==> images/layer_met2.png <==
The bar under the picture is 50 microns long.
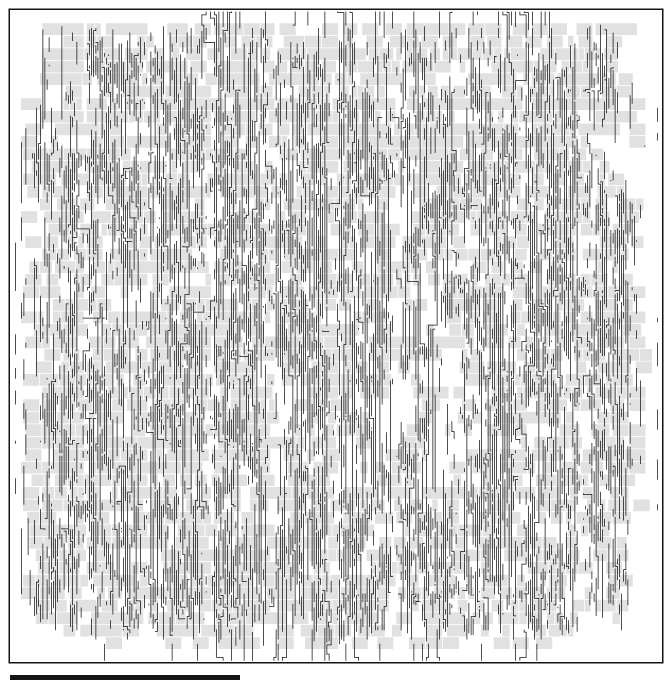
==> images/congestion.png <==
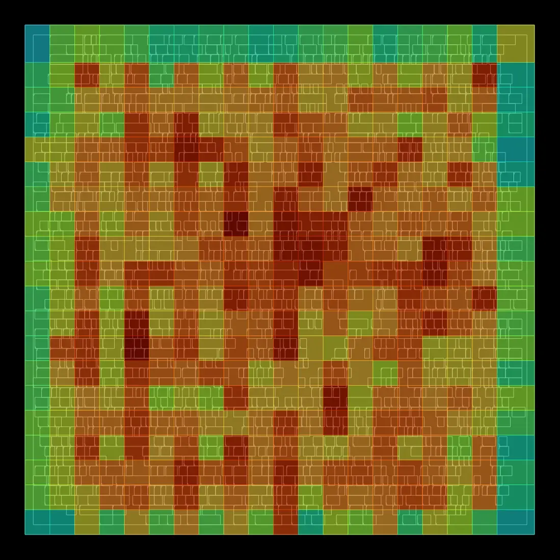
==> images/detail.png <==
The bar under the picture is 10 microns long. Window x 51 to 91, y 22 to 62 microns. Cells in grey, sequential cells in the stronger grey; small squares are vias.
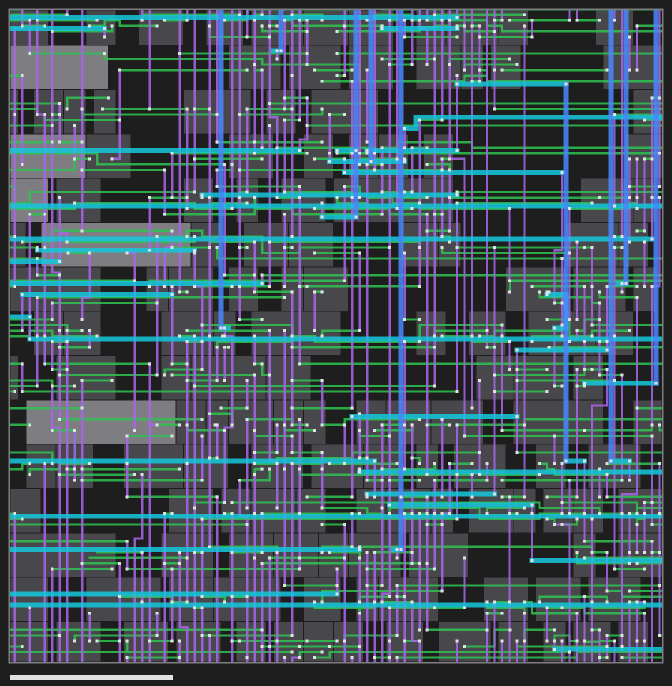
==> images/layer_met1.png <==
The bar under the picture is 50 microns long. Supply wires on this layer in grey.
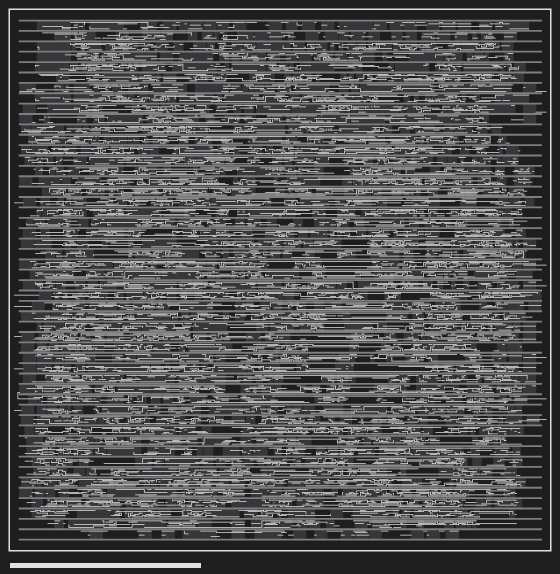
==> images/sizes.png <==
The bar under the picture is 50 microns long.
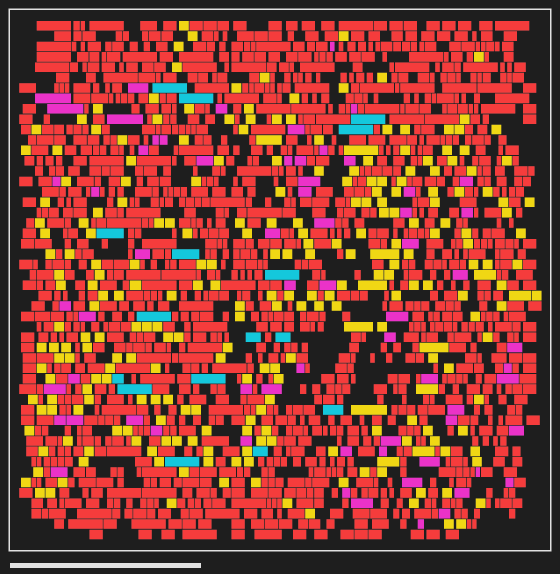
<file path="config.mk">
export PLATFORM = sky130hd
export DESIGN_NAME = interp_timing_ctrl
export DESIGN_NICKNAME = d
export VERILOG_FILES = /design/src/rtl/interp_timing_ctrl.sv
export SDC_FILE = /design/constraint.sdc
export NUM_CORES = 1
export LEC_CHECK = 0
export ABC_CLOCK_PERIOD_IN_PS = 6580
export CORE_MARGIN = 2
export CORE_UTILIZATION = 54
export CTS_CLUSTER_DIAMETER = 150
export DETAILED_ROUTE_END_ITERATION = 8
export PLACE_DENSITY = 0.79
export SLEW_MARGIN = 15
export SYNTH_ARGS = -nofsm -noshare
export SYNTH_HDL_FRONTEND = slang
export SYNTH_SLANG_ARGS = --single-unit
</file>
<file path="constraint.sdc">
create_clock -name clk -period 6.58 [get_ports clk]
set_input_delay 0.658 -clock clk [delete_from_list [all_inputs] [get_ports clk]]
set_output_delay 0.658 -clock clk [all_outputs]
set_load 0.1 [all_outputs]
</file>
<file path="src/rtl/interp_timing_ctrl.sv">
// Symbol-timing scheduler: symbol-phase accumulator on the raw strobe,
// presents symbol age as phase_int/mu over valid/ready, ages and drops.
// Ports: clk, rst (async high), enable_i, iq_raw_val_i, period_i,
//   terr_i/terr_val_i, phase_int_o, mu_o, sym_valid_o, sym_ready_i,
//   drop_cnt_o/sym_cnt_o when ITC_STATS_EN is defined.
module interp_timing_ctrl #(
    parameter int OSF    = 20,
    parameter int PIW    = 5,
    parameter int MUW    = 27,
    parameter int TERR_W = 24,
    parameter int CNT_W  = 16
) (
    input  logic                     clk,
    input  logic                     rst,
    input  logic                     enable_i,
    input  logic                     iq_raw_val_i,
    input  logic [PIW+MUW:0]         period_i,
    input  logic signed [TERR_W-1:0] terr_i,
    input  logic                     terr_val_i,
    output logic [PIW-1:0]           phase_int_o,
    output logic [MUW-1:0]           mu_o,
    output logic                     sym_valid_o,
    input  logic                     sym_ready_i
`ifdef ITC_STATS_EN
    ,
    output logic [CNT_W-1:0]         drop_cnt_o,
    output logic [CNT_W-1:0]         sym_cnt_o
`endif
);

    // rem spans +/-2^(PIW+2) samples: enough for twice the largest period
    localparam int RW = PIW + MUW + 3;
    localparam int AW = PIW + MUW;
    localparam int XW = RW + 2;

    localparam logic signed [XW-1:0] RMAX = {{3{1'b0}}, {(RW-1){1'b1}}};
    localparam logic signed [XW-1:0] RMIN = {{3{1'b1}}, {(RW-1){1'b0}}};
    localparam logic signed [XW-1:0] ONE  =
        {{(XW-MUW-1){1'b0}}, 1'b1, {MUW{1'b0}}};
    localparam logic [AW-1:0] ONE_A = {{(PIW-1){1'b0}}, 1'b1, {MUW{1'b0}}};

    typedef enum logic [1:0] {IDLE, RUN, PEND} state_e;

    state_e                 state_q, state_d;
    logic signed [RW-1:0]   rem_q, rem_d;
    logic [AW-1:0]          age_q, age_d;

    logic signed [XW-1:0]   terr_x, per_x, acc, sum;
    logic signed [RW-1:0]   rem_n, rem_ev;
    logic [AW-1:0]          age_ev;
    logic                   ev, xfer, ovf;

    function automatic logic signed [RW-1:0] sat(
        input logic signed [XW-1:0] x
    );
        if (x > RMAX) return RMAX[RW-1:0];
        if (x < RMIN) return RMIN[RW-1:0];
        return x[RW-1:0];
    endfunction

    // ceil(age) and the complementary fraction
    assign phase_int_o = age_q[AW-1:MUW] + PIW'(|age_q[MUW-1:0]);
    assign mu_o        = '0 - age_q[MUW-1:0];
    assign sym_valid_o = (state_q == PEND);

    assign xfer = sym_valid_o && sym_ready_i;
    // one more strobe of aging would push ceil(age) past OSF-1
    assign ovf  = (phase_int_o >= PIW'(OSF - 1));

    always_comb begin
        terr_x = {{(XW-TERR_W){terr_i[TERR_W-1]}}, terr_i};
        per_x  = {{(XW-PIW-MUW-1){1'b0}}, period_i};
        acc    = {{2{rem_q[RW-1]}}, rem_q};
        if (iq_raw_val_i) acc = acc - ONE;
        if (terr_val_i)   acc = acc + terr_x;
        rem_n  = sat(acc);
        sum    = {{2{rem_n[RW-1]}}, rem_n} + per_x;
        rem_ev = sat(sum);
        age_ev = AW'(-rem_n);
        ev     = iq_raw_val_i && (rem_n[RW-1] || rem_n == '0);
    end

    always_comb begin
        state_d = state_q;
        rem_d   = rem_q;
        age_d   = age_q;
        if (!enable_i) begin
            state_d = IDLE;
            rem_d   = '0;
            age_d   = '0;
        end else begin
            case (state_q)
                IDLE: begin
                    rem_d   = {{(RW-PIW-MUW-1){1'b0}}, period_i};
                    state_d = RUN;
                end
                RUN: begin
                    rem_d = ev ? rem_ev : rem_n;
                    if (ev) begin
                        age_d   = age_ev;
                        state_d = PEND;
                    end
                end
                PEND: begin
                    rem_d = ev ? rem_ev : rem_n;
                    if (ev) begin
                        age_d = age_ev;
                    end else if (xfer) begin
                        state_d = RUN;
                    end else if (iq_raw_val_i) begin
                        if (ovf) state_d = RUN;
                        else     age_d   = age_q + ONE_A;
                    end
                end
                default: state_d = IDLE;
            endcase
        end
    end

    always_ff @(posedge clk or posedge rst) begin
        if (rst) begin
            state_q <= IDLE;
            rem_q   <= '0;
            age_q   <= '0;
        end else begin
            state_q <= state_d;
            rem_q   <= rem_d;
            age_q   <= age_d;
        end
    end

`ifdef ITC_STATS_EN
    logic             drop, take;
    logic [CNT_W-1:0] drop_q, sym_q;

    // drop: superseded by a new event, or aged out of the window
    assign take = enable_i && xfer;
    assign drop = enable_i && sym_valid_o && !xfer &&
                  (ev || (iq_raw_val_i && ovf));

    always_ff @(posedge clk or posedge rst) begin
        if (rst) begin
            drop_q <= '0;
            sym_q  <= '0;
        end else begin
            if (drop && !(&drop_q)) drop_q <= drop_q + 1'b1;
            if (take && !(&sym_q))  sym_q  <= sym_q + 1'b1;
        end
    end

    assign drop_cnt_o = drop_q;
    assign sym_cnt_o  = sym_q;
`endif

endmodule

</file>
==> results.yml <==
# generated from flow reports
status:
  status: "completed"
final_timing:
  hold_viol_final: 0
  slew_headroom_pct: 33.6
  post-route-period-util_pct: 95.1
  tns_ps: 0
  tightest_slew_ps: 992
global_route:
  grt_pass1_vias: 11200
  antenna_found_initial: 0
  overflow: 0
  grt_pass1_wl_microns: 60500
place:
  placed_cell_area_sq_um: 12900
  dpl_worst_slack_ps: -505
  dpl.hpwl_microns: 31100
  dp.cells: 1867
  port_buffers: 95
synthesis:
  ys_async_sr_fraction_pct: 100
  edf_count: 0
  yosysTopAreaCellShare_pct: 16.9
  fp_nets: 1521
  numSynthFlops: 69
  ys_area_sq_um: 10200
  synth_seq_share_pct: 16.9
  yosys_cells: 1377
  avgSynthCellArea_sq_um: 7.41
  most_common_cell: "a21oi_1"
  yosys_warnings: 0
clock_tree:
  postCtsHoldBufs: 0
  cts.sinks: 69
  clockRootBuffer: "clkbuf_16"
  clk_transition_reported_paths_ps: 70
  worstSkewPairLatency_ps: 360
  numCtsBuffers: 9
cells_and_area:
  drive_gt1_share_pct: 20.5
  area_delta_synth_final_pct: 31.1
  fill_cells: 1578
  final_net_count: 1794
floorplan:
  io_pins: 96
  core_util_floorplan_pct: 54.8
  chip_area_sq_um: 20000
  die_y_microns: 141
  core_sq_um: 18600
hold_path:
  min-delay-path-class: "reg -> reg"
  hold_path_depth: 1
  hp-start: "rem_q[34]"
  hold_end: "rem_q[34]"
setup_path:
  crit_fanout: 19
  endpoint_kind: "flip-flop"
  path_class: "reg -> reg"
  r2r-start: "rem_q[28]"
  rr_worst_depth: 33
  crit_path_start_kind: "flip-flop"
  cp.arrival_ps: 6450
  r2r_slack_ps: 320
flow_run:
  maxCapViolations: 0
  warning_count: 30
route:
  detail-route-antenna-nets: 0
  drt_iter0_markers: 1442
  drt_pre_antenna_iters: 6
-- layer_met2.png (at the start) --
- wire length on this layer: 16600 microns
- main direction: vertical
- nets with wire on the layer: 1563
- longest straight run: 64.1 microns
Post-Route WL: 38900 microns
GR Util met2: 56.5%

-- congestion.png (at the start) --
Global Route met1 Usage: 53.5%
Total GRT Usage: 38.0%
Avg WL per Cell: 20.6 microns
M3 GR Usage: 9.82%
Top Usage Layer GRT: met2

-- detail.png (at the start) --
- purple: metal 2
- green: metal 1
- cyan: metal 3
- blue: metal 4
- most frequent: buf_4 (22), o21ai_0 (15), a21oi_1 (13)
- cells with their middle in the window: 145
- netlist names of flops here include: rem_q (4)
- sequential cells in the window: 4

-- layer_met1.png (at the start) --
- share of all routed wire: 43%
- main direction: horizontal
vias: 12200

-- sizes.png (at the start) --
- magenta: _2 cells (cells 65)
- cyan: _6 and larger (cells 16; most used clkbuf_16)
- yellow: _3 and _4 cells (cells 259; most used buf_4)
- red: _0 and _1 cells (cells 1315; most used a21oi_1)
Non-clock buffers: 340
crit path setup slack, layout: 325 ps
fin area: 13400 sq um

## worst max-delay path by stage
stage                 startpoint        end  slack (ps)  cells after the start
floorplan           iq_raw_val_i   rem_q[4]           1                     31
global placement    iq_raw_val_i  rem_q[23]        -330                     30
detailed placement  iq_raw_val_i  rem_q[23]        -510                     30
CTS                 iq_raw_val_i  rem_q[33]         -30                     25
global route           rem_q[28]  rem_q[17]         -60                     29
finish                 rem_q[28]   rem_q[3]         320                     33
## timing repair
action | 4_1_cts | 5_1_grt
pin swaps | 3 | 8
setup endpoints to repair | 34 | 35
hold endpoints to repair | 0 | 0
resized | 9 | 34
setup buffers | 2 | 4
## kinds of logic (layout without fill, tap and decap cells)
kind of cell,after synthesis,after routing,share of synthesized area [%]
DFF,69,69,16.9
AOI/OAI and AO/OA,511,511,33.8
muxes,41,41,4.07
adders and majority gates,81,81,10.1
and+or+nand+nor,456,456,21.8
buffers and inverters,124,402,5.23
xor gates and xnor gates,95,95,8.15
## worst max-delay path, delay by kind of cell, from the launching register on
kind | cells | cell delay, ps
fa+ha+maj | 3 | 760
buf+inv | 7 | 1010
simple gates | 8 | 1160
flops | 1 | 460
compound gates | 14 | 2500
xor+xnor | 1 | 200
## per-layer routing
layer | up-vias | wire length, microns
met3 | 72 | 4160
met5 | - | 0
met4 | 0 | 1370
met1 | 5748 | 16800
met2 | 627 | 16600
li1 | 5717 | -
## final cells by class
class | instances | area [sq um] | share of cell area (%)
clock buffers | 9 | 225 | 1.68
repair buffers | 340 | 2820 | 21.1
multi-input cells | 1184 | 8090 | 60.4
clock inverters | 7 | 50.0 | 0.374
inverters | 46 | 173 | 1.29
well taps | 234 | 293 | 2.19
flip-flops and latches | 69 | 1730 | 12.9
## placed cells by master (no fill, tap or decap), drive strengths merged, types with 37 or more instances in the layout
cell type      synthesis  layout
a21oi                143     143
buf                   32     250
nor2                 117     117
clkdlybuf4s50          0      89
xnor2                 59      59
dfrtp                 69      69
mux2i                 37      37
ha                    79      79
inv                   45      46
o21ai                129     129
nand2                126     126
nand3                 37      37
## through the flow
| stage | utilization [%] | hold WS, ps |
|---|---|---|
| after detailed placement | 69.3 | 538 |
| after global placement | 69.3 | 523 |
| final | 71.8 | 554 |
| after global routing | 71.8 | 567 |
| after floorplan | - | 508 |
| after CTS | 71.0 | 553 |
## flip-flops by register name, indices dropped and copies added, names as in the netlist
| name | flops |
|---|---|
| state_q | 2 |
| age_q | 32 |
| rem_q | 35 |
